`config.mk`:
```
export PLATFORM = sky130hd
export DESIGN_NAME = nabp_swap_control_flat
export DESIGN_NICKNAME = d
export VERILOG_FILES = /design/src/rtl/nabp_swap_control_pkg.sv /design/src/rtl/nabp_swap_control_if.sv /design/src/rtl/nabp_itr_counter.sv /design/src/rtl/nabp_swap_control.sv /design/src/flat_wrapper.sv
export SDC_FILE = /design/constraint.sdc
export NUM_CORES = 1
export LEC_CHECK = 0
export CAP_MARGIN = 20
export CORE_UTILIZATION = 30
export CTS_CLUSTER_SIZE = 40
export DETAILED_ROUTE_END_ITERATION = 10
export HOLD_SLACK_MARGIN = 0.12
export SLEW_MARGIN = 15
export SYNTH_ARGS = -nofsm -noshare
export SYNTH_HDL_FRONTEND = slang
export SYNTH_HIERARCHICAL = 1
export SYNTH_SLANG_ARGS = --single-unit
export TNS_END_PERCENT = 100
```
`constraint.sdc`:
```
create_clock -name clk -period 4.16 [get_ports clk]
set_input_delay 0.832 -clock clk [delete_from_list [all_inputs] [get_ports clk]]
set_output_delay 0.832 -clock clk [all_outputs]
set_load 0.03 [all_outputs]
```
`src/rtl/nabp_swap_control_pkg.sv`:
```
// Shared constants and types for the NABP double-buffer swap sequencer.
// The iteration space is angle (outer) by line count (inner).
package nabp_swap_control_pkg;

  localparam int unsigned kAngleLength   = 8;
  localparam int unsigned kPEWidthLength = 4;
  localparam int unsigned kNoOfAngles    = 180;
  localparam int unsigned kNoOfLines     = 4;

  // The counter must be able to hold N itself, the saturated "all issued" value.
  function automatic int unsigned cnt_width(input int unsigned n_items);
    return $clog2(n_items + 1);
  endfunction

  localparam int unsigned kNoOfItems = kNoOfAngles * kNoOfLines;
  localparam int unsigned kCntWidth  = cnt_width(kNoOfItems);

  typedef enum logic {
    SIDE_A = 1'b0,
    SIDE_B = 1'b1
  } side_e;

  function automatic side_e other_side(input side_e s);
    return (s == SIDE_A) ? SIDE_B : SIDE_A;
  endfunction

endpackage

```
`src/rtl/nabp_swap_control_if.sv`:
```
// Per-side link between the sequencer (master) and one NABP state control (slave).
interface nabp_swap_control_if
  import nabp_swap_control_pkg::*;
#(
  parameter int unsigned ANGLE_W = kAngleLength,
  parameter int unsigned LINE_W  = kPEWidthLength
) ();

  logic              next_itr;
  logic              swap_ready;
  logic [ANGLE_W-1:0] angle;
  logic [LINE_W-1:0]  line_cnt;
  logic              itr_valid;
  logic              swap;

  modport master (
    input  next_itr, swap_ready,
    output angle, line_cnt, itr_valid, swap
  );

  modport slave (
    output next_itr, swap_ready,
    input  angle, line_cnt, itr_valid, swap
  );

endinterface

```
`src/rtl/nabp_itr_counter.sv`:
```
// Saturating item counter over (angle, line_cnt); exposes item k and k+1 so two
// simultaneous requests can be served in one cycle.
module nabp_itr_counter
  import nabp_swap_control_pkg::*;
#(
  parameter int unsigned ANGLE_W   = kAngleLength,
  parameter int unsigned LINE_W    = kPEWidthLength,
  parameter int unsigned NO_ANGLES = kNoOfAngles,
  parameter int unsigned NO_LINES  = kNoOfLines
) (
  input  logic               clk,
  input  logic               reset,
  input  logic [1:0]         i_advance,
  output logic [ANGLE_W-1:0] o_cur_angle,
  output logic [LINE_W-1:0]  o_cur_line,
  output logic               o_cur_valid,
  output logic [ANGLE_W-1:0] o_nxt_angle,
  output logic [LINE_W-1:0]  o_nxt_line,
  output logic               o_nxt_valid,
  output logic               o_at_end
);

  localparam int unsigned        N         = NO_ANGLES * NO_LINES;
  localparam int unsigned        CNT_W     = cnt_width(N);
  localparam logic [CNT_W-1:0]   N_CNT     = CNT_W'(N);
  localparam logic [CNT_W-1:0]   LAST_CNT  = CNT_W'(N - 1);
  localparam logic [LINE_W-1:0]  LAST_LINE = LINE_W'(NO_LINES - 1);

  typedef struct packed {
    logic [ANGLE_W-1:0] angle;
    logic [LINE_W-1:0]  line_cnt;
  } item_t;

  function automatic item_t step_item(input item_t it);
    item_t res;
    res = it;
    if (it.line_cnt == LAST_LINE) begin
      res.line_cnt = '0;
      res.angle    = it.angle + ANGLE_W'(1);
    end else begin
      res.line_cnt = it.line_cnt + LINE_W'(1);
    end
    return res;
  endfunction

  logic [CNT_W-1:0] r_cnt;
  item_t            r_item;
  logic [CNT_W-1:0] w_cnt_n;
  item_t            w_item_n;
  item_t            w_nxt_item;
  logic             w_cur_valid;
  logic             w_nxt_valid;
  logic             w_step1;
  logic             w_step2;

  assign w_nxt_item  = step_item(r_item);
  assign w_cur_valid = (r_cnt < N_CNT);
  // Compared against N-1 rather than cnt+1 < N so the sum never wraps CNT_W.
  assign w_nxt_valid = w_cur_valid && (r_cnt != LAST_CNT);
  assign w_step1     = (i_advance != 2'd0) && w_cur_valid;
  assign w_step2     = (i_advance == 2'd2) && w_nxt_valid;

  // NOTE: always_comb assigns every output a default first so no latch is inferred.
  always_comb begin
    w_cnt_n  = r_cnt;
    w_item_n = r_item;
    if (w_step2) begin
      w_cnt_n  = r_cnt + CNT_W'(2);
      w_item_n = step_item(w_nxt_item);
    end else if (w_step1) begin
      w_cnt_n  = r_cnt + CNT_W'(1);
      w_item_n = w_nxt_item;
    end
  end

  // NOTE: sequential state uses <= so all registers update from pre-edge values.
  always_ff @(posedge clk or posedge reset) begin
    if (reset) begin
      r_cnt  <= '0;
      r_item <= '0;
    end else begin
      r_cnt  <= w_cnt_n;
      r_item <= w_item_n;
    end
  end

  assign o_cur_angle = r_item.angle;
  assign o_cur_line  = r_item.line_cnt;
  assign o_cur_valid = w_cur_valid;
  assign o_nxt_angle = w_nxt_item.angle;
  assign o_nxt_line  = w_nxt_item.line_cnt;
  assign o_nxt_valid = w_nxt_valid;
  assign o_at_end    = (r_cnt == N_CNT);

endmodule

```
`src/rtl/nabp_swap_control.sv`:
```
// Double-buffer sequencer: hands items to sides A/B on request and issues
// alternating swap pulses so exactly one side shifts at a time.
module nabp_swap_control
  import nabp_swap_control_pkg::*;
#(
  parameter int unsigned ANGLE_W   = kAngleLength,
  parameter int unsigned LINE_W    = kPEWidthLength,
  parameter int unsigned NO_ANGLES = kNoOfAngles,
  parameter int unsigned NO_LINES  = kNoOfLines
) (
  input  logic                clk,
  input  logic                reset,
  nabp_swap_control_if.master side_a,
  nabp_swap_control_if.master side_b,
  output logic                o_shift_sel,
  output logic                o_done
);

  typedef struct packed {
    logic [ANGLE_W-1:0] angle;
    logic [LINE_W-1:0]  line_cnt;
    logic               valid;
    logic               swap;
    logic               shifting;
  } side_t;

  logic [1:0]         w_advance;
  logic [ANGLE_W-1:0] w_cur_angle, w_nxt_angle;
  logic [LINE_W-1:0]  w_cur_line, w_nxt_line;
  logic               w_cur_valid, w_nxt_valid, w_at_end;

  side_t r_a, r_b, w_a_n, w_b_n;
  side_e r_turn, w_turn_n;
  side_e r_shift_sel, w_sel_n;
  logic  r_done, w_done_n;
  logic  w_turn_ready, w_swap_go, w_all_drained;

  assign w_advance = 2'(side_a.next_itr) + 2'(side_b.next_itr);

  nabp_itr_counter #(
    .ANGLE_W  (ANGLE_W),
    .LINE_W   (LINE_W),
    .NO_ANGLES(NO_ANGLES),
    .NO_LINES (NO_LINES)
  ) u_itr_counter (
    .clk        (clk),
    .reset      (reset),
    .i_advance  (w_advance),
    .o_cur_angle(w_cur_angle),
    .o_cur_line (w_cur_line),
    .o_cur_valid(w_cur_valid),
    .o_nxt_angle(w_nxt_angle),
    .o_nxt_line (w_nxt_line),
    .o_nxt_valid(w_nxt_valid),
    .o_at_end   (w_at_end)
  );

  // The turn side always holds the lowest unshifted item; an in-flight pulse
  // blocks a second swap before the shifting flag is visible.
  assign w_turn_ready  = (r_turn == SIDE_A) ? (side_a.swap_ready & r_a.valid)
                                            : (side_b.swap_ready & r_b.valid);
  assign w_swap_go     = w_turn_ready & ~r_a.shifting & ~r_b.shifting
                       & ~r_a.swap & ~r_b.swap & ~r_done;
  assign w_all_drained = w_at_end & ~r_a.valid & ~r_b.valid
                       & ~r_a.shifting & ~r_b.shifting;

  always_comb begin
    w_a_n      = r_a;
    w_b_n      = r_b;
    w_a_n.swap = 1'b0;
    w_b_n.swap = 1'b0;
    w_turn_n   = r_turn;
    w_sel_n    = r_shift_sel;
    w_done_n   = r_done | w_all_drained;

    if (side_a.next_itr) begin
      w_a_n.shifting = 1'b0;
      w_a_n.valid    = w_cur_valid;
      if (w_cur_valid) begin
        w_a_n.angle    = w_cur_angle;
        w_a_n.line_cnt = w_cur_line;
      end
    end

    // With a simultaneous request A takes item k, so B takes k+1.
    if (side_b.next_itr) begin
      w_b_n.shifting = 1'b0;
      if (side_a.next_itr) begin
        w_b_n.valid = w_nxt_valid;
        if (w_nxt_valid) begin
          w_b_n.angle    = w_nxt_angle;
          w_b_n.line_cnt = w_nxt_line;
        end
      end else begin
        w_b_n.valid = w_cur_valid;
        if (w_cur_valid) begin
          w_b_n.angle    = w_cur_angle;
          w_b_n.line_cnt = w_cur_line;
        end
      end
    end

    if (w_swap_go) begin
      if (r_turn == SIDE_A) begin
        w_a_n.swap     = 1'b1;
        w_a_n.shifting = 1'b1;
      end else begin
        w_b_n.swap     = 1'b1;
        w_b_n.shifting = 1'b1;
      end
      w_sel_n  = r_turn;
      w_turn_n = other_side(r_turn);
    end
  end

  always_ff @(posedge clk or posedge reset) begin
    if (reset) begin
      r_a         <= '0;
      r_b         <= '0;
      r_turn      <= SIDE_A;
      r_shift_sel <= SIDE_A;
      r_done      <= 1'b0;
    end else begin
      r_a         <= w_a_n;
      r_b         <= w_b_n;
      r_turn      <= w_turn_n;
      r_shift_sel <= w_sel_n;
      r_done      <= w_done_n;
    end
  end

  assign side_a.angle     = r_a.angle;
  assign side_a.line_cnt  = r_a.line_cnt;
  assign side_a.itr_valid = r_a.valid;
  assign side_a.swap      = r_a.swap;
  assign side_b.angle     = r_b.angle;
  assign side_b.line_cnt  = r_b.line_cnt;
  assign side_b.itr_valid = r_b.valid;
  assign side_b.swap      = r_b.swap;
  assign o_shift_sel      = r_shift_sel;
  assign o_done           = r_done;

endmodule

```
`src/flat_wrapper.sv`:
```
// flat-port wrapper written by rule: the top's interface ports become plain ports
module nabp_swap_control_flat import nabp_swap_control_pkg::*;
#(
  parameter int unsigned ANGLE_W   = kAngleLength,
  parameter int unsigned LINE_W    = kPEWidthLength,
  parameter int unsigned NO_ANGLES = kNoOfAngles,
  parameter int unsigned NO_LINES  = kNoOfLines
)
  (clk, reset, o_shift_sel, o_done, side_a_next_itr, side_a_swap_ready, side_a_angle, side_a_line_cnt, side_a_itr_valid, side_a_swap, side_b_next_itr, side_b_swap_ready, side_b_angle, side_b_line_cnt, side_b_itr_valid, side_b_swap);
  nabp_swap_control_if #(.ANGLE_W(ANGLE_W), .LINE_W(LINE_W)) side_a_i ();
  nabp_swap_control_if #(.ANGLE_W(ANGLE_W), .LINE_W(LINE_W)) side_b_i ();
  input  logic clk;
  input  logic reset;
  output logic o_shift_sel;
  output logic o_done;
  input wire logic [$bits(side_a_i.next_itr)-1:0] side_a_next_itr;
  input wire logic [$bits(side_a_i.swap_ready)-1:0] side_a_swap_ready;
  output wire logic [$bits(side_a_i.angle)-1:0] side_a_angle;
  output wire logic [$bits(side_a_i.line_cnt)-1:0] side_a_line_cnt;
  output wire logic [$bits(side_a_i.itr_valid)-1:0] side_a_itr_valid;
  output wire logic [$bits(side_a_i.swap)-1:0] side_a_swap;
  input wire logic [$bits(side_b_i.next_itr)-1:0] side_b_next_itr;
  input wire logic [$bits(side_b_i.swap_ready)-1:0] side_b_swap_ready;
  output wire logic [$bits(side_b_i.angle)-1:0] side_b_angle;
  output wire logic [$bits(side_b_i.line_cnt)-1:0] side_b_line_cnt;
  output wire logic [$bits(side_b_i.itr_valid)-1:0] side_b_itr_valid;
  output wire logic [$bits(side_b_i.swap)-1:0] side_b_swap;
  assign side_a_i.next_itr = side_a_next_itr;
  assign side_a_i.swap_ready = side_a_swap_ready;
  assign side_a_angle = side_a_i.angle;
  assign side_a_line_cnt = side_a_i.line_cnt;
  assign side_a_itr_valid = side_a_i.itr_valid;
  assign side_a_swap = side_a_i.swap;
  assign side_b_i.next_itr = side_b_next_itr;
  assign side_b_i.swap_ready = side_b_swap_ready;
  assign side_b_angle = side_b_i.angle;
  assign side_b_line_cnt = side_b_i.line_cnt;
  assign side_b_itr_valid = side_b_i.itr_valid;
  assign side_b_swap = side_b_i.swap;
  nabp_swap_control #(.ANGLE_W(ANGLE_W), .LINE_W(LINE_W), .NO_ANGLES(NO_ANGLES), .NO_LINES(NO_LINES)) u_core (.clk(clk), .reset(reset), .side_a(side_a_i), .side_b(side_b_i), .o_shift_sel(o_shift_sel), .o_done(o_done));
endmodule
```
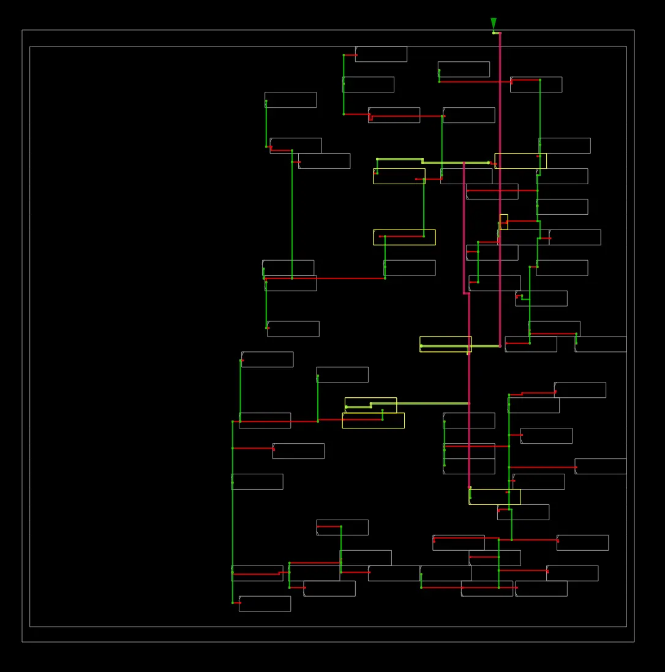
(images/clocks.png)
clock insertion delay at the later pin of the skew report: 0.29 ns
clock group power: 0.000537 W
clock buffer count in the final layout: 6

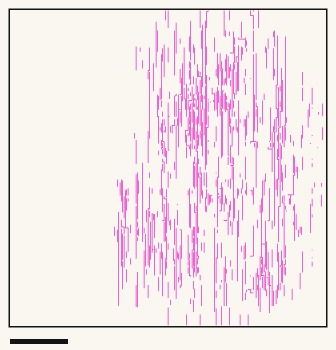
(images/layer_met2.png)
Scale bar: 20 um.
longest straight run: 32.5 um
share of all routed wire: 47%

==> impl_metrics.ini <==
; physical design summary
[status]
status = finished, final reports clean

[final_timing]
finalMaxSlewViolations = 0
worst_hold_margin_ns = 0.5105
period_used_share = 0.6862
worst-slew-pin-transition_ns = 0.9287

[min_path]
timing.hold.worst.class = register to register

[clock_network]
clock_sinks = 55

[place]
dpl-instance-area_um2 = 3706

[setup_path]
cp-start-kind = input port
r2r_end = u_core/u_itr_counter/o_cur_angle[2]
critical_path.top_delay_family = simple AND/OR/NAND/NOR gates
timing.critical_path.required_ns = 4.37

[logic_synthesis]
leading_post_synthesis_cells_by_cell_area = sky130_fd_sc_hd__dfrtp_1 40%, sky130_fd_sc_hd__buf_4 5.5%, sky130_fd_sc_hd__mux2i_1 4.7%, sky130_fd_sc_hd__mux2_2 3.9%, sky130_fd_sc_hd__a31oi_1 2.9%
async_flop_share = 1.000
synth-cells-yosys = 350
post_synthesis_instance_area_um2 = 3436
synthesis.yosys.warnings = 6

[global_routing]
antenna_found_initial = 0
globalRouteTotalUtil = 0.1282
grt_pass1_wl_um = 12040

[route]
drt_drc_violations_left = 0
wirelength_um = 7205
antenna_violating_nets_post_route = 0
==> per-layer routing <==
layer,up-vias,GRT usage
met2,55,0.2071
met3,8,0.01793
met5,-,0
li1,1258,-
met1,1272,0.1696
met4,0,0.05695
==> where the power goes <==
group	total [W]	internal [W]	leakage, nW	switching (W)
Clock	0.000537	0.000345	0.0911	0.000192
Sequential	0.000902	0.000687	0.647	0.000215
Combinational	0.000972	0.000437	0.844	0.000535
==> layout make-up <==
cell class	count	area, um^2
Fill cell	1117	7088
Timing Repair Buffer	40	387.9
Tap cell	140	175.2
Clock inverter	2	60.06
Clock buffer	6	128.9
Inverter	14	52.55
Multi-Input combinational cell	233	1714
Sequential cell	55	1376
Power and IR drop assume default switching activity.
